$ cat config.mk
export PLATFORM = sky130hd
export DESIGN_NAME = pr_if_id_skid_flat
export DESIGN_NICKNAME = d
export VERILOG_FILES = /design/src/rtl/pr_if_id_skid_if.sv /design/src/rtl/pr_if_id_skid.sv /design/src/flat_wrapper.sv
export SDC_FILE = /design/constraint.sdc
export NUM_CORES = 1
export LEC_CHECK = 0
export CAP_MARGIN = 20
export CORE_MARGIN = 3
export CORE_UTILIZATION = 45
export DETAILED_ROUTE_END_ITERATION = 10
export GPL_TIMING_DRIVEN = 1
export PLACE_DENSITY = 0.85
export SYNTH_ARGS = -nofsm -noshare
export SYNTH_HDL_FRONTEND = slang
export SYNTH_SLANG_ARGS = --single-unit
$ cat constraint.sdc
create_clock -name clk -period 1.7 [get_ports clk]
set_input_delay 0.34 -clock clk [delete_from_list [all_inputs] [get_ports clk]]
set_output_delay 0.34 -clock clk [all_outputs]
set_load 0.02 [all_outputs]
$ cat src/rtl/pr_if_id_skid_if.sv
// IF/ID skid-buffer bus: IF-side offer/accept handshake, flush, and ID-side head entry.
// The slave modport is the view the pipeline register itself takes. The master modport
// is the view of the surrounding pipeline, which drives the inputs and observes the
// outputs.
interface pr_if_id_skid_if #(
    parameter int unsigned INSTR_W = 32,
    parameter int unsigned PC_W    = 32
);
    logic               in_valid;
    logic               in_ready;
    logic [INSTR_W-1:0] instru_in;
    logic [PC_W-1:0]    nextpc_in;
    logic               flush;
    logic               out_valid;
    logic               out_ready;
    logic [INSTR_W-1:0] instru;
    logic [5:0]         ctr;
    logic [5:0]         funcode;
    logic [PC_W-1:0]    nextpc;
    logic [PC_W-1:0]    normal_nextpc;

    modport master (
        output in_valid, instru_in, nextpc_in, flush, out_ready,
        input  in_ready, out_valid, instru, ctr, funcode, nextpc, normal_nextpc
    );

    modport slave (
        input  in_valid, instru_in, nextpc_in, flush, out_ready,
        output in_ready, out_valid, instru, ctr, funcode, nextpc, normal_nextpc
    );
endinterface

$ cat src/rtl/pr_if_id_skid.sv
// IF/ID pipeline register with a one-entry skid buffer (two entries, in-order).
// in_ready comes only from the state register, so it has no combinational path
// from out_ready.
// Optional feature: define PR_IF_ID_SKID_PERF_EN to add saturating stall_cnt and
// flush_cnt outputs.
module pr_if_id_skid #(
    parameter int unsigned        INSTR_W   = 32,
    parameter int unsigned        PC_W      = 32,
    parameter logic [INSTR_W-1:0] NOP_INSTR = INSTR_W'(32'hFC00_0000),
    parameter int unsigned        PC_INC    = 4
) (
    input logic            clk,
    input logic            rst_n,
    pr_if_id_skid_if.slave bus
`ifdef PR_IF_ID_SKID_PERF_EN
    ,
    output logic [15:0]    stall_cnt,
    output logic [15:0]    flush_cnt
`endif
);

    typedef enum logic [1:0] {StEmpty, StOne, StFull} state_e;

    state_e             state_q, state_d;
    logic [INSTR_W-1:0] head_instr_q, skid_instr_q;
    logic [PC_W-1:0]    head_pc_q, skid_pc_q;
    logic [PC_W-1:0]    head_npc_q, skid_npc_q;
    logic               load_head, head_from_skid, load_skid;
    logic               accept, pop;
    logic [PC_W-1:0]    in_npc;
    logic [INSTR_W-1:0] instr_mux;

    assign bus.in_ready  = (state_q != StFull);
    assign bus.out_valid = (state_q != StEmpty);
    assign accept        = bus.in_valid && bus.in_ready;
    assign pop           = bus.out_valid && bus.out_ready;
    // The sequential PC is computed on entry so the ID side sees a registered value.
    assign in_npc        = bus.nextpc_in + PC_W'(PC_INC);

    // Occupancy next-state and register load selects; flush overrides everything.
    always_comb begin
        state_d        = state_q;
        load_head      = 1'b0;
        head_from_skid = 1'b0;
        load_skid      = 1'b0;
        if (bus.flush) begin
            state_d = StEmpty;
        end else begin
            unique case (state_q)
                StEmpty: begin
                    if (accept) begin
                        load_head = 1'b1;
                        state_d   = StOne;
                    end
                end
                StOne: begin
                    if (accept && pop) begin
                        load_head = 1'b1;
                    end else if (accept) begin
                        load_skid = 1'b1;
                        state_d   = StFull;
                    end else if (pop) begin
                        state_d = StEmpty;
                    end
                end
                StFull: begin
                    if (pop) begin
                        load_head      = 1'b1;
                        head_from_skid = 1'b1;
                        state_d        = StOne;
                    end
                end
                default: state_d = StEmpty;
            endcase
        end
    end

    // State and entry storage.
    always_ff @(posedge clk or negedge rst_n) begin
        if (!rst_n) begin
            state_q      <= StEmpty;
            head_instr_q <= '0;
            head_pc_q    <= '0;
            head_npc_q   <= '0;
            skid_instr_q <= '0;
            skid_pc_q    <= '0;
            skid_npc_q   <= '0;
        end else begin
            state_q <= state_d;
            if (load_head) begin
                head_instr_q <= head_from_skid ? skid_instr_q : bus.instru_in;
                head_pc_q    <= head_from_skid ? skid_pc_q    : bus.nextpc_in;
                head_npc_q   <= head_from_skid ? skid_npc_q   : in_npc;
            end
            if (load_skid) begin
                skid_instr_q <= bus.instru_in;
                skid_pc_q    <= bus.nextpc_in;
                skid_npc_q   <= in_npc;
            end
        end
    end

    // Head outputs; a bubble with zeroed PCs is presented whenever no entry is held.
    always_comb begin
        instr_mux         = bus.out_valid ? head_instr_q : NOP_INSTR;
        bus.instru        = instr_mux;
        bus.ctr           = instr_mux[31:26];
        bus.funcode       = instr_mux[5:0];
        bus.nextpc        = bus.out_valid ? head_pc_q  : '0;
        bus.normal_nextpc = bus.out_valid ? head_npc_q : '0;
    end

`ifdef PR_IF_ID_SKID_PERF_EN
    logic [15:0] stall_cnt_q, flush_cnt_q;

    // Saturating counters for back-pressure cycles and flush cycles.
    always_ff @(posedge clk or negedge rst_n) begin
        if (!rst_n) begin
            stall_cnt_q <= '0;
            flush_cnt_q <= '0;
        end else begin
            if (bus.out_valid && !bus.out_ready && stall_cnt_q != 16'hFFFF) begin
                stall_cnt_q <= stall_cnt_q + 16'd1;
            end
            if (bus.flush && flush_cnt_q != 16'hFFFF) begin
                flush_cnt_q <= flush_cnt_q + 16'd1;
            end
        end
    end

    assign stall_cnt = stall_cnt_q;
    assign flush_cnt = flush_cnt_q;
`endif

endmodule

$ cat src/flat_wrapper.sv
// flat-port wrapper written by rule: the top's interface ports become plain ports
module pr_if_id_skid_flat 
#(
    parameter int unsigned        INSTR_W   = 32,
    parameter int unsigned        PC_W      = 32,
    parameter logic [INSTR_W-1:0] NOP_INSTR = INSTR_W'(32'hFC00_0000),
    parameter int unsigned        PC_INC    = 4
)
  (clk, rst_n, bus_in_valid, bus_instru_in, bus_nextpc_in, bus_flush, bus_out_ready, bus_in_ready, bus_out_valid, bus_instru, bus_ctr, bus_funcode, bus_nextpc, bus_normal_nextpc);
  pr_if_id_skid_if #(.INSTR_W(INSTR_W), .PC_W(PC_W)) bus_i ();
  input logic clk;
  input logic rst_n;
  input wire logic [$bits(bus_i.in_valid)-1:0] bus_in_valid;
  input wire logic [$bits(bus_i.instru_in)-1:0] bus_instru_in;
  input wire logic [$bits(bus_i.nextpc_in)-1:0] bus_nextpc_in;
  input wire logic [$bits(bus_i.flush)-1:0] bus_flush;
  input wire logic [$bits(bus_i.out_ready)-1:0] bus_out_ready;
  output wire logic [$bits(bus_i.in_ready)-1:0] bus_in_ready;
  output wire logic [$bits(bus_i.out_valid)-1:0] bus_out_valid;
  output wire logic [$bits(bus_i.instru)-1:0] bus_instru;
  output wire logic [$bits(bus_i.ctr)-1:0] bus_ctr;
  output wire logic [$bits(bus_i.funcode)-1:0] bus_funcode;
  output wire logic [$bits(bus_i.nextpc)-1:0] bus_nextpc;
  output wire logic [$bits(bus_i.normal_nextpc)-1:0] bus_normal_nextpc;
  assign bus_i.in_valid = bus_in_valid;
  assign bus_i.instru_in = bus_instru_in;
  assign bus_i.nextpc_in = bus_nextpc_in;
  assign bus_i.flush = bus_flush;
  assign bus_i.out_ready = bus_out_ready;
  assign bus_in_ready = bus_i.in_ready;
  assign bus_out_valid = bus_i.out_valid;
  assign bus_instru = bus_i.instru;
  assign bus_ctr = bus_i.ctr;
  assign bus_funcode = bus_i.funcode;
  assign bus_nextpc = bus_i.nextpc;
  assign bus_normal_nextpc = bus_i.normal_nextpc;
  pr_if_id_skid #(.INSTR_W(INSTR_W), .PC_W(PC_W), .NOP_INSTR(NOP_INSTR), .PC_INC(PC_INC)) u_core (.clk(clk), .rst_n(rst_n), .bus(bus_i));
endmodule
### Sequential cells coloured by netlist name, run 1

Bar = 50 µm.
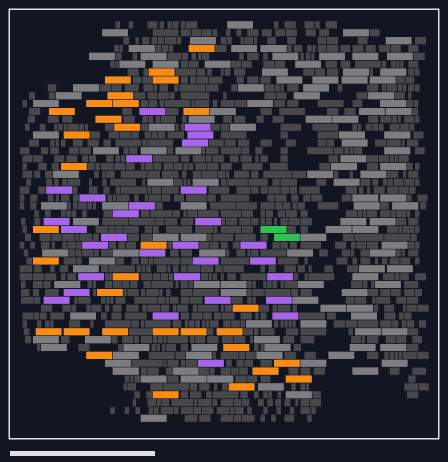
colour	netlist name	sequential cells
green	`u_core.state_q`	2
purple	`u_core.skid_npc_q`	30
orange	`u_core.skid_pc_q`	32

### The metal 1 layer, run 1

Bar = 50 µm. Supply wires on this layer in grey.
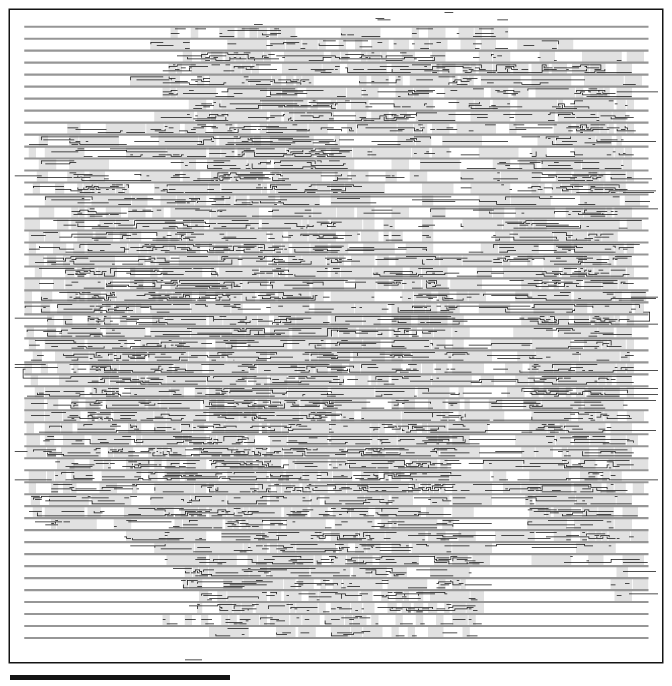
share of all routed wire	41%
wire length on this layer	11,200 µm
main direction	horizontal
nets with wire on the layer	1,084

==> out/qor.tcl, run 1 <==
set qor(cts-buffers-inserted) 17
set qor(synth-adder-area-share_pct) 0.138
set qor(internal-power_mw) 9.38
set qor(hpwlAfterDp_um) 16100
set qor(hold_viol_final) 0
set qor(worstHoldPathCells) 3
set qor(cts.clk_slew.worst_paths_ns) 0.07
set qor(switchingPower_mw) 3.93
set qor(critical_path.startpoint_type) {flip-flop}
set qor(ff2ff_path_depth) 10
set qor(ir_drop_uv) 730
set qor(post_drt_via_cell_ratio) 5.41
set qor(postPlaceCellArea_um2) 11800
set qor(grt_first_pass_wirelength_um) 37700
set qor(post_synth_design_cell_area_um2) 9070
set qor(final_setup_violation_count) 298
set qor(final_layout_size_suffix_gt1_share_pct) 41.2
set qor(synth.top_cells.by_area) {sky130_fd_sc_hd__dfrtp_1 52%, sky130_fd_sc_hd__mux2_2 7.8%, sky130_fd_sc_hd__mux2i_1 7.2%}
set qor(place.port_buffers) 178
set qor(core_area_um2) 19700
set qor(die_y_um) 148
set qor(relSlewSlack_pct) 74.1
set qor(fin_nets) 1195
set qor(met3WireLength_um) 1590
set qor(globalRouteMet1Util_pct) 26.9
set qor(leakage_nw) 6.57
set qor(dr.first_iter.drc_count) 475
set qor(first_pass_iters) 5
set qor(hold_end) {u_core.skid_pc_q[16]}
set qor(finalInstanceArea_um2) 13600
set qor(maxUsedRoutingLayer) {met4}
set qor(worstHoldStart) {bus_nextpc_in[16]}
set qor(post-route-worst-setup-slack_ns) -0.304
set qor(ys_cells) 848
set qor(timing.setup.critical_path_class) {reg -> out}
set qor(worst-endpoint-arrival_ns) 1.66
set qor(first_global_vias) 7383
set qor(ys_area_um2) 9070
set qor(synth-seq-area-share_pct) 52.4
set qor(power.share.sequential_pct) 46.5
set qor(synth-compound-area-share_pct) 9.92
set qor(power_frac_comb_pct) 25.1
set qor(drv_cap) 0
set qor(wl_met1_um) 11200
set qor(timing.hold.worst.class) {in -> reg}
set qor(synthArstFlopShare_pct) 100
set qor(number_of_synthesized_register_bits) 190
set qor(worst_setup_end_kind) {output pin}
set qor(most_frequent_cell_after_synthesis) {sky130_fd_sc_hd__dfrtp_1}
set qor(io_pins) 179
set qor(gr-usage-met2_pct) 37.6
set qor(regToRegSetupSlack_ns) -0.26
set qor(worstReg2RegStart) {u_core.state_q[1]}
set qor(min_period_over_period_pct) 118
set qor(number_of_antenna_violations_at_the_first_check_in_global_routing) 1
set qor(cts.htree.levels) 4
set qor(status) {complete, but fails checks}
set qor(synth_warnings) 0
set qor(yosys.area.top_type_share_pct) 52.4
set qor(edf_count) 0
set qor(rsz0062_at_grt) {true}
set qor(routed_wl_um) 27200
set qor(totalNegativeSetupSlack_ns) -60.73
set qor(met3_usage_pct) 4.75
set qor(skew_pair_late_insertion_delay_ns) 0.42
set qor(routabilityCongestion) 0.812
set qor(chip_area_um2) 21900
set qor(synthDominantAreaCellType) {sky130_fd_sc_hd__dfrtp_1}
set qor(synth_simple_gate_area_share_pct) 15.7
set qor(post_synth_cell_types) 45
set qor(finish.utilization_pct) 69.2
set qor(overflow) 0
set qor(violations) {setup timing}
set qor(fp_util_pct) 46.1
set qor(syn-instance-count) 848
set qor(nFillCells) 1383
set qor(timing.final.max_slew_violations) 0
set qor(worst_clock_skew_ns) 0.00835
set qor(die_w_um) 148
set qor(cp.required_ns) 1.36
set qor(worst_slew_pin_slew_ns) 0.388
set qor(placementRows) 51
set qor(ratio_of_total_power_to_cell_area_nw_per_um2) 979
set qor(crit_fanout) 20
set qor(p_sw_share_pct) 29.5
### Congestion heat map, run 1

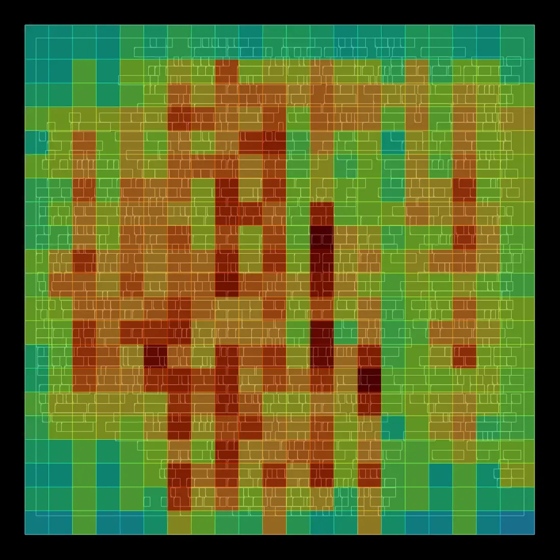
Routed wire per std cell: 19.4 µm
GRT busiest layer: met2

run 1: what timing repair did:
action / 4_1_cts / 5_1_grt
endpoints found under the hold margin: 32 / 0
pin swaps: 7 / 28
buffers inserted: 13 / 19
setup endpoints to repair: 194 / 280
cloned: 3 / 23
hold buffers: 1 / 0
resized: 538 / 219
run 1: power groups by stage:
| stage | clock network, mW | registers [mW] | logic (mW) |
|---|---|---|---|
| global placement | 0 | 6.08 | 2.80 |
| CTS | 3.83 | 6.08 | 2.89 |
| floorplan | 0 | 5.99 | 1.69 |
| global route | 4.02 | 6.29 | 3.61 |
| detailed placement | 0 | 6.16 | 2.93 |
| finish | 3.77 | 6.19 | 3.34 |
run 1: metrics by stage:
| stage | std cells | hold slack [ns] | power, mW |
|---|---|---|---|
| 6_report | 1402 | 0.355 | 13.3 |
| 5_1_grt | 1402 | 0.360 | 13.9 |
| 4_1_cts | 1359 | 0.386 | 12.8 |
| 3_5_place_dp | 1312 | 0.273 | 9.08 |
| 3_3_place_gp | 1312 | 0.272 | 8.89 |
| 2_1_floorplan | 848 | 0.0444 | 7.68 |
run 1: how the worst max path moves through the flow:
stage	cells after the start	slack, ns	from	end
final	4	-0.30	u_core.state_q[0]	bus_nextpc[2]
after global placement	6	-0.52	bus_nextpc_in[12]	u_core.head_npc_q[23]
after CTS	4	-0.31	u_core.state_q[1]	bus_normal_nextpc[31]
after detailed placement	6	-0.54	bus_nextpc_in[7]	u_core.head_npc_q[23]
after global routing	4	-0.35	u_core.state_q[0]	bus_normal_nextpc[31]
after floorplan	7	-0.03	u_core.state_q[1]	u_core.head_pc_q[2]
run 1: critical path, stage by stage, from the launching register on:
cell and delay, ns:
sky130_fd_sc_hd__dfrtp_1 0.38, sky130_fd_sc_hd__or2_4 0.33, sky130_fd_sc_hd__buf_12 0.19, sky130_fd_sc_hd__and2_1 0.18, sky130_fd_sc_hd__buf_2 0.16
run 1: layout by cell type (no fill, tap or decap), types with 11 or more instances in the layout:
cell and n:
sky130_fd_sc_hd__nor2_1 13, sky130_fd_sc_hd__buf_6 71, sky130_fd_sc_hd__o21ai_0 35, sky130_fd_sc_hd__a22oi_2 16, sky130_fd_sc_hd__clkdlybuf4s50_1 52, sky130_fd_sc_hd__mux2i_1 55, sky130_fd_sc_hd__mux2_2 63, sky130_fd_sc_hd__buf_4 83
sky130_fd_sc_hd__buf_2 59, sky130_fd_sc_hd__xor2_1 15, sky130_fd_sc_hd__and2_1 59, sky130_fd_sc_hd__clkbuf_16 33, sky130_fd_sc_hd__buf_12 22, sky130_fd_sc_hd__nand2_1 100, sky130_fd_sc_hd__nand3_1 11, sky130_fd_sc_hd__dlymetal6s2s_1 13
sky130_fd_sc_hd__xnor2_1 11, sky130_fd_sc_hd__o21ai_1 69, sky130_fd_sc_hd__and2_4 29, sky130_fd_sc_hd__dfrtp_1 190, sky130_fd_sc_hd__o21ai_2 13
run 1: final cells by class:
cell class              count  area [µm²]  share of cell area, %
diodes                      1        2.50                 0.0184
clock buffers              20         457                   3.36
clock inverters            10        90.1                  0.663
inverters                   4        15.0                  0.110
multi-input cells         583        4470                   32.9
flip-flops and latches    190        4750                   35.0
well taps                 265         332                   2.44
repair buffers            329        3470                   25.5
--- run 2 (diff from run 1) ---
CTS_CLUSTER_SIZE = 16   (was default)
### Congestion heat map, run 2

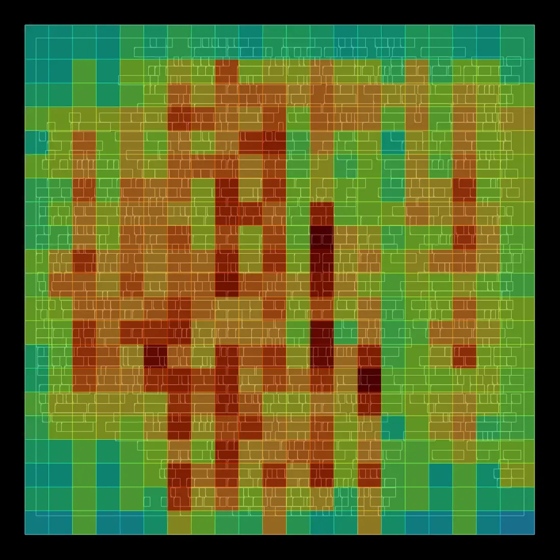
GR Layer Usage met3: 4.75%
GRT Overall Usage: 21.3%

==> out/qor.tcl, run 2 <==
set qor(nFillCells) 1383 ;# unchanged
set qor(overflow) 0 ;# unchanged
set qor(ir_drop_uv) 730 ;# unchanged
set qor(multiInputGateArea_um2) 4470 ;# unchanged
set qor(critical_path.startpoint_type) {flip-flop}
set qor(hpwlAfterDp_um) 16100 ;# unchanged
set qor(place.port_buffers) 178 ;# unchanged
set qor(final_cells) 1402 ;# unchanged
set qor(violations) {setup timing}
set qor(worstReg2RegStart) {u_core.state_q[1]}
set qor(skew_pair_late_insertion_delay_ns) 0.42 ;# about the same
set qor(timing.final.max_slew_violations) 0 ;# unchanged
set qor(crit_slowest_cell) {sky130_fd_sc_hd__dfrtp_1}
set qor(post-route-worst-setup-slack_ns) -0.304 ;# unchanged
set qor(edf_count) 0 ;# unchanged
set qor(min_period_over_period_pct) 118 ;# unchanged
set qor(ratio_of_total_power_to_cell_area_nw_per_um2) 979 ;# unchanged
set qor(number_of_synthesized_register_bits) 190 ;# unchanged
set qor(layout_top_cells) {190 x sky130_fd_sc_hd__dfrtp_1, 100 x sky130_fd_sc_hd__nand2_1, 83 x sky130_fd_sc_hd__buf_4, 71 x sky130_fd_sc_hd__buf_6, 69 x sky130_fd_sc_hd__o21ai_1}
set qor(hold_viol_final) 0 ;# unchanged
set qor(die_y_um) 148 ;# unchanged
set qor(register_area_um2) 4750 ;# unchanged
set qor(final_setup_violation_count) 298 ;# unchanged
set qor(p_total_mw) 13.3 ;# unchanged
set qor(cts.clk_slew.worst_paths_ns) 0.07 ;# about the same
set qor(synth.top_cells.by_area) {sky130_fd_sc_hd__dfrtp_1 52%, sky130_fd_sc_hd__mux2_2 7.8%, sky130_fd_sc_hd__mux2i_1 7.2%}
set qor(status) {complete, but fails checks}
set qor(crit_fanout) 20 ;# unchanged
set qor(synthArstFlopShare_pct) 100 ;# unchanged
set qor(synth_warnings) 0 ;# unchanged
set qor(finalInstanceArea_um2) 13600 ;# unchanged
set qor(leakage_nw) 6.57 ;# unchanged
set qor(post-place-cells) 1312 ;# unchanged
set qor(ys_area_um2) 9070 ;# unchanged
set qor(cts.htree.levels) 4 ;# unchanged
set qor(timing.hold.worst.class) {in -> reg}
set qor(synth-seq-area-share_pct) 52.4 ;# unchanged
set qor(drv_cap) 0 ;# unchanged
set qor(grt_first_pass_wirelength_um) 37700 ;# unchanged
set qor(post_drt_wl_per_cell_um) 19.4 ;# unchanged
### I/O nets highlighted, run 2

Bar = 50 µm.
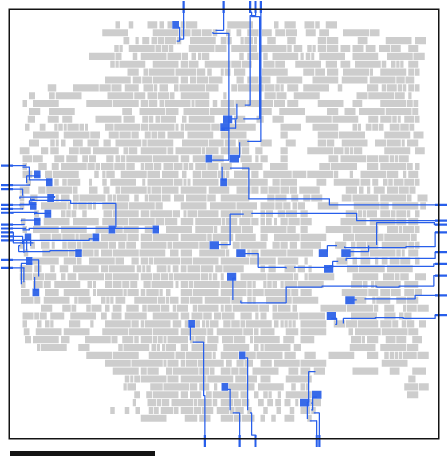
colour	port	bits	direction	end cells	buffers	wire
blue	`bus_normal_nextpc`	32	output	32	32	1,210 µm

-- run 2: cell counts in the layout (fill, tap and decap cells not counted) --
Identical to the previous run, type by type.
-- run 2: metrics by stage --
step	utilization (%)	setup WS [ns]	TNS [ns]
finish	69.2	-0.304	-60.73
global route	69.2	-0.355	-79.69
CTS	62.5	-0.314	-36.56
detailed placement	59.9	-0.542	-83.20
global placement	59.9	-0.517	-77.22
floorplan	-	-0.0326	-1.39
-- run 2: power by group --
group | switching [mW] | internal [mW]
clock | 1.69 | 2.08
combinational | 1.61 | 1.73
sequential | 0.628 | 5.56
total | 3.93 | 9.38
-- run 2: cell type report --
class                           count  area share, %
Sequential cell                   190           35.0
Multi-Input combinational cell    583           32.9
Timing Repair Buffer              329           25.5
Clock buffer                       20           3.36
Tap cell                          265           2.44
Clock inverter                     10          0.663
Inverter                            4          0.110
Antenna cell                        1         0.0184
-- run 2: metal layers --
| layer | part of all wire, % | GRT usage (%) | wire length [µm] | vias up |
|---|---|---|---|---|
| met5 | 0 | 0 | 0 | - |
| met4 | 1.7 | 4.99 | 476 | 0 |
| met3 | 5.8 | 4.75 | 1590 | 44 |
| met2 | 51 | 37.6 | 14000 | 268 |
| met1 | 41 | 26.9 | 11200 | 3786 |
| li1 | - | - | - | 3480 |
-- run 2: path summary, 6_finish.rpt --
| kind | endpoint | slack, ns | depth (start not counted) |
|---|---|---|---|
| max in group asynchronous | u_core.skid_instr_q[12] | 0.68 | 3 |
| setup / recovery | bus_nextpc[2] | -0.30 | 4 |
| hold / removal | u_core.skid_pc_q[16] | 0.36 | 3 |
| setup reg to reg | u_core.head_npc_q[25] | -0.26 | 10 |
| min in group asynchronous | u_core.skid_instr_q[29] | 0.40 | 2 |
| hold reg to reg | u_core.head_instr_q[12] | 0.48 | 2 |
-- run 2: worst max-delay path: cells and delay by family, from the launching register on --
family / cells / cell delay, ns
buf+inv: 2 / 0.35
simple gates: 2 / 0.51
flops: 1 / 0.38
-- run 2: logic make-up (layout without fill, tap and decap cells) --
group | count (synthesis) | in the layout
and+or+nand+nor | 266 | 266
DFF | 190 | 190
AOI/OAI and AO/OA | 160 | 161
muxes | 128 | 128
buffers and inverters | 76 | 363
xor gates and xnor gates | 27 | 27
adders and majority gates | 1 | 1
other | 0 | 1
-- run 2: repair_timing --
item                                    4_1_cts  5_1_grt
endpoints found under the hold margin        32        0
setup buffers                                13       19
hold buffers                                  1        0
resized                                     538      219
pin swaps                                     7       28
endpoints found under the setup margin      194      280
gates cloned                                  3       23
--- run 3 (diff from run 2) ---
PLACE_DENSITY = 0.82   (was 0.85)
clock period = 2.2 ns   (was 1.7 ns; I/O delays follow)
### Wiring by layer, run 3

Only two layers are drawn.
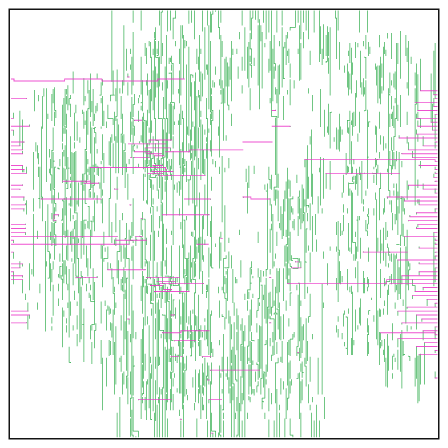
colour	layer	wire length
magenta	met3	1,190 µm
green	met2	10,900 µm

==> out/qor.tcl, run 3 <==
set qor(post_drt_wl_per_cell_um) 17.1 ;# -12%
set qor(finalInstanceArea_um2) 11800 ;# -13%
set qor(overflow) 0 ;# unchanged
set qor(capturing_instance_or_port_of_the_critical_path) {bus_instru[11]}
set qor(skew_pair_late_insertion_delay_ns) 0.42 ;# about the same
set qor(post-route-worst-setup-slack_ns) 0.0585 ;# +0.363 ns
set qor(ir_drop_uv) 553 ;# -24%
set qor(synth.net_count) 918
set qor(crit_fanout) 27 ;# +35%
set qor(syn_to_final_growth_pct) 30.7
set qor(timing.hold.worst.class) {reg -> reg}
set qor(place.port_buffers) 178 ;# unchanged
set qor(placementRows) 51
set qor(worst-endpoint-arrival_ns) 1.70
set qor(status) {complete, no violations}
set qor(power.share.sequential_pct) 47.1 ;# +0.6 points
set qor(cp-startpoint) {u_core.state_q[0]}
set qor(post-cts-setup-buffers) 0 ;# -13
set qor(critical_path.startpoint_type) {flip-flop}
set qor(edf_count) 0 ;# unchanged
set qor(postPlaceCellArea_um2) 11600
set qor(final_cells) 1332 ;# -5.0%
set qor(warning_count) 27
set qor(synth_warnings) 0 ;# unchanged
set qor(cts-buffers-inserted) 17
set qor(die_y_um) 148 ;# unchanged
set qor(finish.utilization_pct) 60.3 ;# -8.9 points
set qor(ratio_of_total_power_to_cell_area_nw_per_um2) 842 ;# -14%
set qor(timing.final.max_slew_violations) 0 ;# unchanged
set qor(cts.htree.levels) 4 ;# unchanged
set qor(worst_setup_end_kind) {output pin}
set qor(switchingPower_mw) 2.77 ;# -29%
set qor(power_frac_comb_pct) 20.4 ;# -4.7 points
set qor(first_pass_iters) 7
set qor(post-place-cells) 1299 ;# -0.99%
set qor(min_period_over_period_pct) 97.3
set qor(grt_first_pass_wirelength_um) 36900 ;# -2.1%
set qor(dominant_synthesized_flop_cell) {sky130_fd_sc_hd__dfrtp_1}
set qor(most_frequent_cells_after_synthesis) {190 x sky130_fd_sc_hd__dfrtp_1, 106 x sky130_fd_sc_hd__o21ai_0, 104 x sky130_fd_sc_hd__nand2_1, 88 x sky130_fd_sc_hd__and2_1, 65 x sky130_fd_sc_hd__mux2i_1}
set qor(crit-reg2reg-capture) {u_core.head_npc_q[5]}
set qor(core_area_um2) 19700
set qor(p_total_mw) 9.98 ;# -25%
set qor(synth.top_cells.by_area) {sky130_fd_sc_hd__dfrtp_1 52%, sky130_fd_sc_hd__mux2_2 7.8%, sky130_fd_sc_hd__mux2i_1 7.2%}
set qor(worstSetupPathDepth) 4 ;# unchanged
set qor(routabilityCongestion) 0.834
set qor(drv_cap) 0 ;# unchanged
set qor(nFillCells) 1706 ;# +23%
set qor(timing.critical_path.buf_inv) 2 ;# unchanged
set qor(worstHoldPathCells) 2 ;# -1
set qor(cts.clk_slew.worst_paths_ns) 0.06 ;# about the same
set qor(final_layout_size_suffix_gt1_share_pct) 27.6
set qor(grtUsageTotal_pct) 21.0 ;# -0.29 points
set qor(clock_power_share_pct) 32.5 ;# +4.2 points
set qor(number_of_antenna_violations_at_the_first_check_in_global_routing) 0
set qor(hpwlAfterDp_um) 15700 ;# -2.9%
set qor(number_of_synthesized_register_bits) 190 ;# unchanged
set qor(place_ws_ns) -0.223 ;# +0.319 ns
set qor(synth-seq-area-share_pct) 52.4 ;# unchanged
set qor(antenna_fix_cells) 0 ;# -1
set qor(ys_area_um2) 9070 ;# unchanged
set qor(path_delay_family) {simple AND/OR/NAND/NOR gates}
set qor(synthArstFlopShare_pct) 100 ;# unchanged
set qor(final_setup_violation_count) 0 ;# -100%
set qor(layout_top_cells) {190 x sky130_fd_sc_hd__dfrtp_1, 106 x sky130_fd_sc_hd__o21ai_0, 104 x sky130_fd_sc_hd__nand2_1, 88 x sky130_fd_sc_hd__and2_1, 82 x sky130_fd_sc_hd__buf_2}
set qor(p_sw_share_pct) 27.8 ;# -1.8 points
set qor(worst_slew_pin_slew_ns) 0.518
set qor(worstReg2RegStart) {u_core.state_q[1]}
set qor(internal-power_mw) 7.21 ;# -23%
set qor(leakage_nw) 5.66 ;# -14%
set qor(crit_slowest_cell) {sky130_fd_sc_hd__dfrtp_1}
set qor(ff2ff_path_depth) 7 ;# -3
set qor(worst_clock_skew_ns) 0.00718
set qor(totalNegativeSetupSlack_ns) 0 ;# +60.73 ns
set qor(hold_viol_final) 0 ;# unchanged
set qor(regToRegSetupSlack_ns) 0.17 ;# +0.43 ns
### I/O nets highlighted, run 3

Bar = 50 µm.
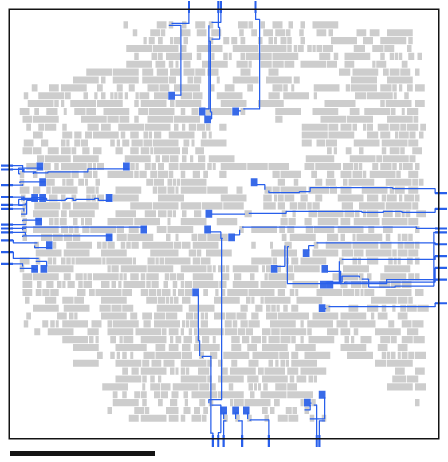
colour	port	bits	direction	end cells	buffers	wire
blue	`bus_normal_nextpc`	32	output	32	32	1,190 µm

-- run 3: final cells by class --
cell class | count | area, µm² | share of cell area (%)
clock inverters | 10 | 163 | 1.37
inverters | 4 | 15.0 | 0.127
multi-input cells | 582 | 3960 | 33.4
well taps | 265 | 332 | 2.80
repair buffers | 260 | 2180 | 18.4
clock buffers | 21 | 450 | 3.80
flip-flops and latches | 190 | 4750 | 40.1
-- run 3: tightest hold or removal path, cell delays in order, from the launching register on --
cell and delay [ns]:
sky130_fd_sc_hd__dfrtp_1 0.34, sky130_fd_sc_hd__nand2_1 0.04, sky130_fd_sc_hd__o21ai_0 0.05
-- run 3: what timing repair did --
action / CTS / global route
hold endpoints to repair: 7 / 0
gates cloned: 1 / 0
hold buffers: 1 / 0
endpoints found under the setup margin: 106 / 71
gates resized: 331 / 71
-- run 3: power by group through the flow --
stage	Combinational, mW	Clock, mW	Sequential, mW
final	2.04	3.24	4.70
after global placement	2.12	0	4.70
after detailed placement	2.20	0	4.75
after global routing	2.26	3.43	4.79
after floorplan	1.29	0	4.62
after CTS	2.15	3.31	4.69
-- run 3: logic make-up after synthesis --
family | share of synthesized area (%)
AND/OR/NAND/NOR | 15.7
adder cells (fa/ha/maj) | 0.138
AND-OR/OR-AND | 9.92
XOR/XNOR | 2.61
buffers and inverters | 4.21
flip-flops | 52.4
multiplexers | 15.0
-- run 3: layer usage --
layer,up-vias,track usage (%),wire [µm]
met5,-,0,0
li1,3316,-,-
met3,36,4.05,1190
met2,201,35.0,10900
met1,3348,28.2,10200
met4,0,6.42,467
-- run 3: worst min path at each step --
| stage | to | startpoint |
|---|---|---|
| 3_5_place_dp | u_core.head_instr_q[28] | rst_n |
| 6_report | u_core.head_instr_q[3] | u_core.head_instr_q[3] |
| 2_1_floorplan | u_core.head_instr_q[0] | rst_n |
| 3_3_place_gp | u_core.head_instr_q[26] | rst_n |
| 4_1_cts | u_core.head_instr_q[26] | u_core.head_instr_q[26] |
| 5_1_grt | u_core.head_npc_q[6] | u_core.head_npc_q[6] |
Power and IR drop assume default switching activity.
